**config.mk**
```make
export PLATFORM = sky130hd
export DESIGN_NAME = dti_serialize
export DESIGN_NICKNAME = d
export VERILOG_FILES = /design/src/rtl/dti_serialize.sv
export SDC_FILE = /design/constraint.sdc
export NUM_CORES = 1
export LEC_CHECK = 0
export ABC_CLOCK_PERIOD_IN_PS = 2100
export CAP_MARGIN = 20
export CORE_MARGIN = 2
export CORE_UTILIZATION = 43
export DETAILED_ROUTE_END_ITERATION = 10
export PLACE_DENSITY = 0.77
export SKIP_CTS_REPAIR_TIMING = 1
export SLEW_MARGIN = 15
export SYNTH_ARGS = -nofsm -noshare
export SYNTH_HDL_FRONTEND = slang
export SYNTH_SLANG_ARGS = --single-unit
```
**constraint.sdc**
```tcl
create_clock -name clk -period 2.1 [get_ports clk]
set_clock_uncertainty 0.1 [all_clocks]
set_input_delay 0.525 -clock clk [delete_from_list [all_inputs] [get_ports clk]]
set_output_delay 0.525 -clock clk [all_outputs]
set_load 0.01 [all_outputs]
```
**src/rtl/dti_serialize.sv**
```systemverilog
// Width-down converter: one DIN-bit word in, RATIO chunks of DIN/RATIO bits out, LSB chunk first.
// Optional end-of-word flag on dout_data[CHUNK] when SERIALIZE_EOT_EN is defined.
module dti_serialize #(
  parameter int DIN   = 16,
  parameter int RATIO = 4
) (
  input  logic                   clk,
  input  logic                   rst,
  input  logic [DIN-1:0]         din_data,
  input  logic                   din_valid,
  output logic                   din_ready,
`ifdef SERIALIZE_EOT_EN
  output logic [DIN/RATIO:0]     dout_data,
`else
  output logic [DIN/RATIO-1:0]   dout_data,
`endif
  output logic                   dout_valid,
  input  logic                   dout_ready
);

  localparam int CHUNK = DIN / RATIO;
  localparam int CW    = (RATIO > 1) ? $clog2(RATIO) : 1;

  generate
    if (RATIO < 1) begin : g_bad_ratio
      $error("dti_serialize: RATIO must be >= 1");
    end else if (DIN % RATIO != 0) begin : g_bad_div
      $error("dti_serialize: DIN must be a multiple of RATIO");
    end
  endgenerate

  logic [DIN-1:0] buf_q, buf_d;
  logic [CW-1:0]  cnt_q, cnt_d;
  logic           busy_q, busy_d;

  logic             last;
  logic             din_fire;
  logic             dout_fire;
  logic [CHUNK-1:0] chunk;

  assign last  = (cnt_q == CW'(RATIO - 1));
  assign chunk = buf_q[int'(cnt_q)*CHUNK +: CHUNK];

  // Both handshakes are masked while rst is low so nothing is accepted or emitted in reset.
  assign dout_valid = rst & busy_q;
  assign din_ready  = rst & (~busy_q | (last & dout_ready));
  assign din_fire   = din_valid & din_ready;
  assign dout_fire  = dout_valid & dout_ready;

`ifdef SERIALIZE_EOT_EN
  assign dout_data = {last, chunk};
`else
  assign dout_data = chunk;
`endif

  // NOTE: every always_comb output gets a default first so no path leaves it unassigned (no latch).
  always_comb begin
    buf_d  = buf_q;
    cnt_d  = cnt_q;
    busy_d = busy_q;
    if (dout_fire) begin
      if (last) begin
        busy_d = 1'b0;
        cnt_d  = '0;
      end else begin
        cnt_d = cnt_q + CW'(1);
      end
    end
    // A load on the last chunk's handshake overrides the drain above, giving back-to-back words.
    if (din_fire) begin
      buf_d  = din_data;
      cnt_d  = '0;
      busy_d = 1'b1;
    end
  end

  // NOTE: sequential state uses non-blocking assignments so all flops update from pre-edge values.
  always_ff @(posedge clk) begin
    if (!rst) begin
      busy_q <= 1'b0;
      cnt_q  <= '0;
    end else begin
      busy_q <= busy_d;
      cnt_q  <= cnt_d;
    end
  end

  // NOTE: the data buffer carries no reset; busy_q alone decides whether its contents are visible.
  always_ff @(posedge clk) begin
    buf_q <= buf_d;
  end

endmodule
```
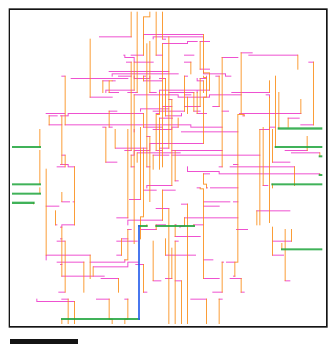
(run_1/wires.png)
Scale bar: 10 um.
| color | layer | wire length |
|---|---|---|
| blue | metal 4 | 13.6 um |
| magenta | metal 1 | 477 um |
| green | metal 3 | 58.9 um |
| orange | metal 2 | 654 um |
Total GRT Usage: 12.7%
post-detailed-routing wire length: 1.20 mm
Wirelength per Cell: 11.9 um
via count: 485

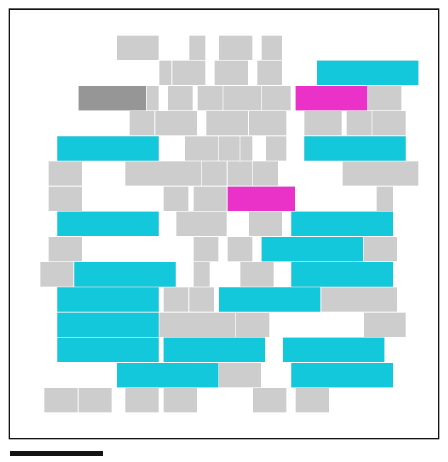
(run_1/flops_by_reg.png)
Scale bar: 10 um. Other sequential cells in the stronger gray, the rest of the logic in the fainter gray.
| color | name in the netlist | placed flops |
|---|---|---|
| magenta | `cnt_q` | 2 |
| cyan | `buf_q` | 16 |
not colored: 1
Reg area: 542 um^2
Util after Layout: 66.5%
seq pwr: 431 uW
Seq/total area: 47.7%

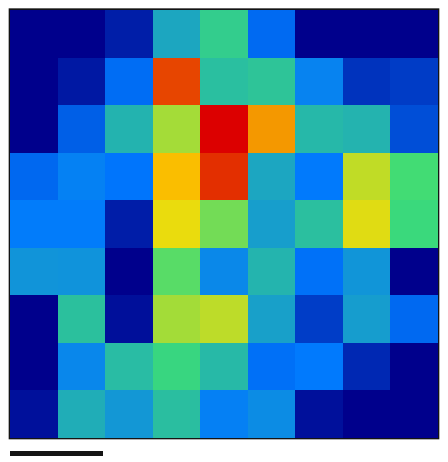
(run_1/metal_density.png)
Scale bar: 10 um. 9 x 9 tiles, from dark blue (low) to red (high), scaled to the fullest tile. Values are wire area over tile area, all layers added.
fullest tile: 0.29
emptiest ninth of the die: top left
nearly empty tiles: 17%
tiles over half the peak: 17%

==> run summary, run 1 <==
yosys + openroad results -> asr flop ratio synth=0%, Non-clk invs=1, CTS tree=done, num rows=15, Slew HR=84.3%, Detail Route Antenna Nets=0, setup ws final=65.2 ps, logic share of the area=18.9%, Comb power frac=13.5%, Nets=98, outcome=complete, no violations, Post-synth EDFFs=16, placed inst area=1100 um^2, syn_area_per_cell=19.2 um^2, RSZ-0062 raised after global routing=no, crit path time final=2030 ps, met3 wire length=58 um, Mapped Cells=40, floorplan core density=44.9%, share of post-route cells with drive strength above 1=28.9%, Sequential Power Share=61.2%, count leader, synth=edfxtp_1, data arrival time of the critical path=1410 ps, Logic power comb=95.0 uW, GR Overflow Total=0, number of global-route vias before repair=461, core footprint=1710 um^2, clock buffer depth=2, CP max stage cell=mux4_2, Static Leakage=0.000447 uW, DRT iter0 DRCs=4
==> run 1 -> run 2 <==
- TNS_END_PERCENT: default -> 100
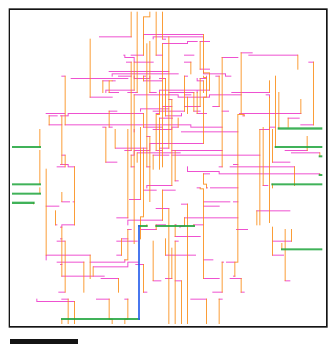
(run_2/wires.png)
Scale bar: 10 um.
| color | layer | wire length |
|---|---|---|
| orange | metal 2 | 654 um |
| magenta | metal 1 | 477 um |
| blue | metal 4 | 13.6 um |
| green | metal 3 | 58.9 um |

==> run summary, run 2 <==
yosys + openroad results -> outcome=complete, no violations, Slew HR=84.3% (unchanged), Non-clk invs=1 (unchanged), setup ws final=65.2 ps (unchanged), crit path time final=2030 ps (unchanged), Final Cycle Share=96.9%, Total GRT Usage=12.7% (unchanged), asr flop ratio synth=0% (unchanged), seq pwr=431 uW (about the same), count leader, synth=edfxtp_1, DRT iter0 DRCs=4 (unchanged), TAP cells=25, core footprint=1710 um^2 (unchanged), GR Overflow Total=0 (unchanged), Post-synth EDFFs=16 (unchanged), Util after Layout=66.5% (unchanged), buffering overhead=27.6%, Detail Route Antenna Nets=0 (unchanged), placed inst area=1100 um^2 (unchanged), CP max stage cell=mux4_2, Wirelength per Cell=11.9 um (unchanged), num rows=15 (unchanged), syn_area_per_cell=19.2 um^2 (unchanged), post-detailed-routing wire length=1.20 mm (unchanged), Sw Share=20.3%, PortBufs=25, Seq/total area=47.7% (unchanged), Sequential Power Share=61.2% (about the same), Worst VDD drop=0.582 mV, floorplan core density=44.9% (unchanged), CTS tree=done, Comb power frac=13.5% (about the same), Mapped Cells=40 (unchanged), data arrival time of the critical path=1410 ps (about the same), share of post-route cells with drive strength above 1=28.9% (unchanged), Floorplan Nets=61, Reg area=542 um^2 (unchanged), Clock-cell share=2.64%, number of global-route vias before repair=461 (unchanged), logic share of the area=18.9% (unchanged), Static Leakage=0.000447 uW (unchanged)
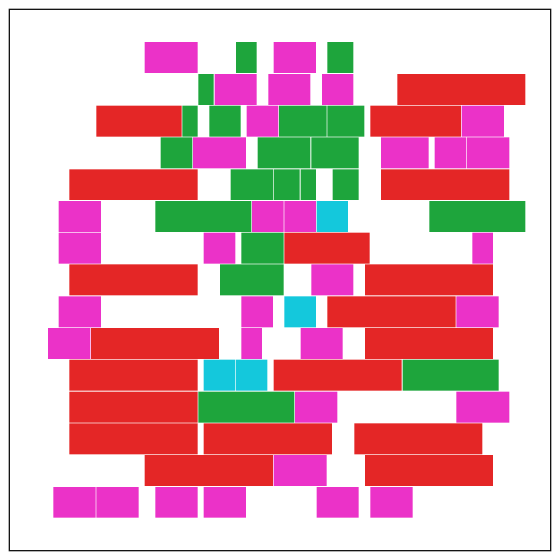
(run_2/placement_by_type.png)
| color | class | cells |
|---|---|---|
| cyan | clock drivers and dummy loads | 4 |
| magenta | other buffers and delay cells | 33 |
| red | flops | 19 |
| green | combinational and other logic | 20 |

Power and IR drop assume default switching activity.
